`config.mk`:
```
export PLATFORM = sky130hd
export DESIGN_NAME = fir_decimate
export DESIGN_NICKNAME = d
export VERILOG_FILES = /design/src/rtl/fir_decimate.sv
export SDC_FILE = /design/constraint.sdc
export NUM_CORES = 2
export LEC_CHECK = 0
export ABC_AREA = 1
export CORE_MARGIN = 8
export CORE_UTILIZATION = 35
export DETAILED_ROUTE_END_ITERATION = 8
export PLACE_DENSITY_LB_ADDON = 0.2
export SYNTH_ARGS = -nofsm -noshare
export SYNTH_HDL_FRONTEND = slang
export SYNTH_SLANG_ARGS = --single-unit
```
`constraint.sdc`:
```
create_clock -name clock -period 83 [get_ports clock]
set_clock_uncertainty 0.05 [all_clocks]
set_input_delay 16.6 -clock clock [delete_from_list [all_inputs] [get_ports clock]]
set_output_delay 16.6 -clock clock [all_outputs]
set_load 0.005 [all_outputs]
```
`src/rtl/fir_decimate.sv`:
```
// Decimating real FIR: shifts DECIMATION samples into a tap history, then runs a
// one-tap-per-cycle MAC and pushes one sample downstream. Define FIR_DEQUANT_ROUND_EN for round-half-up dequantization.
module fir_decimate #(
    parameter int DATA_SIZE  = 32,
    parameter int BITS       = 10,
    parameter int NUM_TAPS   = 32,
    parameter int DECIMATION = 8,
    parameter logic [NUM_TAPS*DATA_SIZE-1:0] COEFFS = {NUM_TAPS{DATA_SIZE'(1024)}}
) (
    input  logic                 clock,
    input  logic                 reset,
    output logic                 in_rd_en,
    input  logic                 in_empty,
    input  logic [DATA_SIZE-1:0] in_din,
    output logic                 out_wr_en,
    input  logic                 out_full,
    output logic [DATA_SIZE-1:0] out_dout
);

    localparam int TW = (NUM_TAPS > 1) ? $clog2(NUM_TAPS) : 1;
    localparam int CW = $clog2(DECIMATION + 1);
    localparam int AW = 2 * DATA_SIZE;

    typedef enum logic [1:0] {S_FILL, S_MAC, S_WRITE} state_t;

    state_t                      r_state;
    state_t                      w_next_state;
    logic [CW-1:0]               r_count;
    logic [TW-1:0]               r_tap;
    logic signed [AW-1:0]        r_acc;
    logic signed [DATA_SIZE-1:0] r_hist [NUM_TAPS];
    logic [DATA_SIZE-1:0]        r_dout;

    logic signed [DATA_SIZE-1:0] w_coeff [NUM_TAPS];
    logic signed [AW-1:0]        w_hist_ext;
    logic signed [AW-1:0]        w_coeff_ext;
    logic signed [AW-1:0]        w_product;
    logic signed [AW-1:0]        w_acc_sum;
    logic signed [AW-1:0]        w_round;
    logic                        w_accept;
    logic                        w_last_sample;
    logic                        w_last_tap;

    for (genvar g = 0; g < NUM_TAPS; g++) begin : g_coeff
        assign w_coeff[g] = COEFFS[g*DATA_SIZE +: DATA_SIZE];
    end

    assign w_accept      = (r_state == S_FILL) && !in_empty;
    assign w_last_sample = (r_count == CW'(DECIMATION - 1));
    assign w_last_tap    = (r_tap == TW'(NUM_TAPS - 1));

    // Both operands sign-extended to the accumulator width so the product is exact.
    assign w_hist_ext  = {{DATA_SIZE{r_hist[r_tap][DATA_SIZE-1]}}, r_hist[r_tap]};
    assign w_coeff_ext = {{DATA_SIZE{w_coeff[r_tap][DATA_SIZE-1]}}, w_coeff[r_tap]};
    assign w_product   = w_hist_ext * w_coeff_ext;
    assign w_acc_sum   = r_acc + w_product;

`ifdef FIR_DEQUANT_ROUND_EN
    assign w_round = w_acc_sum + (AW'(1) << (BITS - 1));
`else
    assign w_round = w_acc_sum;
`endif

    assign in_rd_en  = !reset && w_accept;
    assign out_wr_en = !reset && (r_state == S_WRITE) && !out_full;
    assign out_dout  = r_dout;

    // NOTE: every always_comb output gets a default first so no latch is inferred.
    always_comb begin
        w_next_state = r_state;
        case (r_state)
            S_FILL:  if (!in_empty && w_last_sample) w_next_state = S_MAC;
            S_MAC:   if (w_last_tap) w_next_state = S_WRITE;
            S_WRITE: if (!out_full) w_next_state = S_FILL;
            default: w_next_state = S_FILL;
        endcase
    end

    // NOTE: sequential state uses non-blocking assignments only.
    always_ff @(posedge clock) begin
        if (reset) r_state <= S_FILL;
        else       r_state <= w_next_state;
    end

    // NOTE: the history memory is reset on purpose so post-reset outputs never see stale samples.
    always_ff @(posedge clock) begin
        if (reset) begin
            r_count <= '0;
            r_tap   <= '0;
            r_acc   <= '0;
            r_dout  <= '0;
            for (int k = 0; k < NUM_TAPS; k++) r_hist[k] <= '0;
        end else begin
            case (r_state)
                S_FILL: begin
                    if (!in_empty) begin
                        for (int k = NUM_TAPS - 1; k > 0; k--) r_hist[k] <= r_hist[k-1];
                        r_hist[0] <= in_din;
                        if (w_last_sample) begin
                            r_count <= '0;
                            r_acc   <= '0;
                            r_tap   <= '0;
                        end else begin
                            r_count <= r_count + CW'(1);
                        end
                    end
                end
                S_MAC: begin
                    r_acc <= w_acc_sum;
                    r_tap <= r_tap + TW'(1);
                    if (w_last_tap) r_dout <= DATA_SIZE'(w_round >>> BITS);
                end
                default: ;
            endcase
        end
    end

endmodule

```
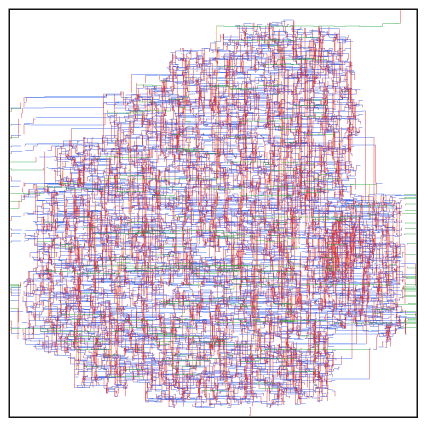
**Above:** routed metal, one color a layer.
(1 px per um)
- orange: metal 4 (wire length 1,920 um)
- red: metal 2 (wire length 52.4 mm)
- green: metal 3 (wire length 5,870 um)
- blue: metal 1 (wire length 62.5 mm)

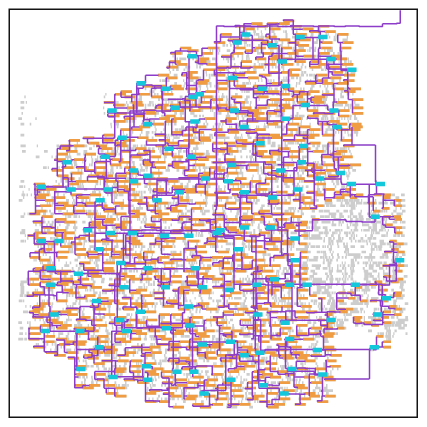
**Above:** clock network drawn from the DEF.
(1 px per um)
- cyan: clock drivers (count 121)
- purple: clock wires (length 15,700 um)
- orange: flip-flops (count 1,104)
- routed clock nets: 122

==> run notes <==
fresh numbers from the pnr run: outcome=complete, no violations, slowest CP cell=clkdlybuf4s50_1, crit path max fanout=5, total global routing overflow=0, Root Driver=clkbuf_16, Comb gate area=0.0152 sq mm, crit path cell chain=clkdlybuf4s50_1 > nor2_2 > inv_1 > nor2_2 > clkdlybuf4s50_1, Critical Path AT=18,170 ps, maxcap violations=0, Min-Delay Endpoint=out_dout[5], Filler Cell Count=15,409, initial detailed-routing violation count=2,965, maximum clock path buffer count=3, vias=36,887, cycle use final=42.0%, Floorplan Nets=5,851, CP required=66,350 ps, Top cells excl fill/tap=nor2_1 (1,134), inv_1 (1,110), edfxtp_1 (1,024), o21ai_0 (595), a21oi_1 (584), Least-Margin Pin Slew=1170 ps, dominant logic cell type in the layout=nor2_1, Fin. Hold Viols=0, Worst Hold Launch=out_dout[5], Yosys Instances=5,693, FP Util=35.2%, initial antenna violation count=4, Min-Delay Path Class=flip-flop to flip-flop, LEAKAGE=23.3 nW, FF+latch count, synth=1,104, Site Rows=143, metal3 WL=5870 um, DP Worst Slack=48,170 ps, WL met2=52,400 um, Core Util, Final=39.1%, fmax=0.0287 GHz, met1 wire length=62,500 um, hold_buf cts=0, TritonCTS Buffers=121, first-pass GRT wire length=196,000 um, clk sinks=1,104, PwrDens=21.0 mW/mm^2, Late-Pin Clk Latency=730 ps, # port buffers=69, YS chip area=0.0534 sq mm, synth warn=0, area growth from synthesis to layout=11.0%, RSZ-0062 raised after global routing=false, Routed WL=123,000 um, post-synthesis average cell area=9.38 sq um
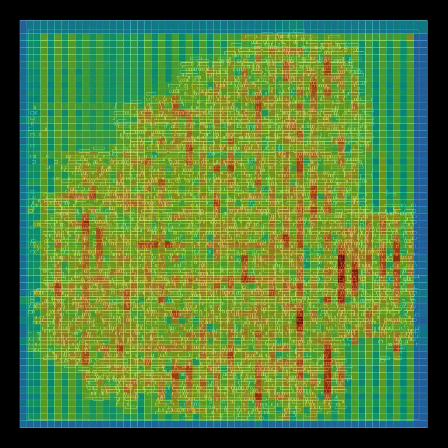
**Above:** track usage over the die.
gr usage total: 14.5%
Wirelength per Cell: 15.9 um
GRT met1 Usage: 22.2%
M2 GR Usage: 21.8%
met3 Use GR: 2.20%

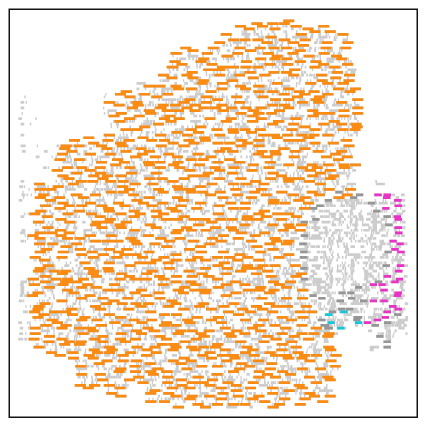
**Above:** where the registers sit.
(1 px per um) Other sequential cells in the stronger gray, the rest of the logic in the fainter gray.
- magenta: out_dout (placed flops 32)
- cyan: r_tap (placed flops 5; where lower right)
- orange: r_hist (placed flops 1,024)

[state kept, by name, summed over array words and instances, names as in the netlist, named ones only]
name,cells
r_state,2
r_tap,5
r_count,4
r_hist,1024
out_dout,32
r_acc,32
[worst register-to-register path, stage by stage (launching register included)]
cell	delay (ps)
dfxtp_4	400
inv_16	460
buf_4	920
buf_4	770
buf_4	740
o21ai_0	250
a31oi_1	160
o21ai_0	130
a32oi_1	630
ha_1	370
ha_1	290
ha_1	290
ha_1	360
a21oi_1	230
nand2_1	160
a21oi_1	310
o21ai_1	230
nand2_1	110
nand2_1	70
xor2_1	350
nand2_1	110
a21oi_1	130
[worst max-delay path by stage]
stage                   from          to  slack (ps)  depth (start not counted)
finish              in_empty    in_rd_en       48180                          5
global route        in_empty    in_rd_en       48050                          5
CTS                 in_empty    in_rd_en       48160                          5
detailed placement  in_empty    in_rd_en       48170                          5
global placement    in_empty    in_rd_en       48100                          5
floorplan           in_empty  r_count[0]       42310                          4
[report_power, final]
part / total, mW / switching (mW) / internal (mW)
registers: 0.654 / 0.0122 / 0.642
clock network: 0.526 / 0.225 / 0.301
logic: 0.0619 / 0.0446 / 0.0172
total: 1.24 / 0.282 / 0.960
[cell usage after synthesis]
cell type	number	area share, %
nor2_1	1134	8.0
inv_1	1111	7.8
edfxtp_1	1024	58
o21ai_0	596	5.6
a21oi_1	584	5.5
nand2_1	260	1.8
clkbuf_1	204	1.4
o21ai_1	140	1.3
nand3_1	135	1.3
ha_1	121	2.8
buf_2	82	0.77
dfxtp_1	80	3.0
buf_4	43	0.60
a31oi_1	36	0.42
a32oi_1	26	0.43
o211ai_1	25	0.35
buf_6	15	0.32
xor2_1	12	0.20
nor3_1	10	0.094
nand4_1	8	0.094
xnor2_1	7	0.11
a21o_1	6	0.084
buf_1	6	0.042
o21bai_1	4	0.056
or2_2	4	0.047
a211oi_1	3	0.042
nor2_2	3	0.035
clkinv_1	2	0.014
inv_2	2	0.014
nand3b_1	2	0.028
a21boi_0	1	0.014
a221oi_1	1	0.016
fa_1	1	0.037
inv_4	1	0.012
nor4_1	1	0.012
o21a_1	1	0.014
o31ai_1	1	0.014
or2_1	1	0.012
[stage by stage]
stage               cells  hold WS, ps
CTS                  7715          417
floorplan            5693          394
global route         7715          434
detailed placement   7489          407
finish               7716          413
global placement     7489          403
[kinds of logic after synthesis]
family | after synthesis | share of synthesized area [%]
simple gates | 1558 | 11.4
flops | 1104 | 60.6
fa+ha+maj | 122 | 2.87
compound gates | 1424 | 13.8
xor+xnor | 19 | 0.312
buf+inv | 1466 | 11.0
[routing by layer]
layer,track usage (%),up-vias
met5,0,-
met4,3.24,0
met3,2.20,122
met2,21.8,637
met1,22.2,17655
li1,-,18473
[area by class of cell]
| cell class | instances | area share (%) |
|---|---|---|
| sequential | 1104 | 54.6 |
| clock inverter | 71 | 0.986 |
| inverter | 1116 | 7.13 |
| clock buffer | 155 | 5.50 |
| timing repair buffer | 116 | 1.90 |
| antenna | 1 | 0.00422 |
| tap | 2030 | 4.29 |
| multi-input combinational | 3123 | 25.6 |
Power is estimated from default activity; no workload was simulated.
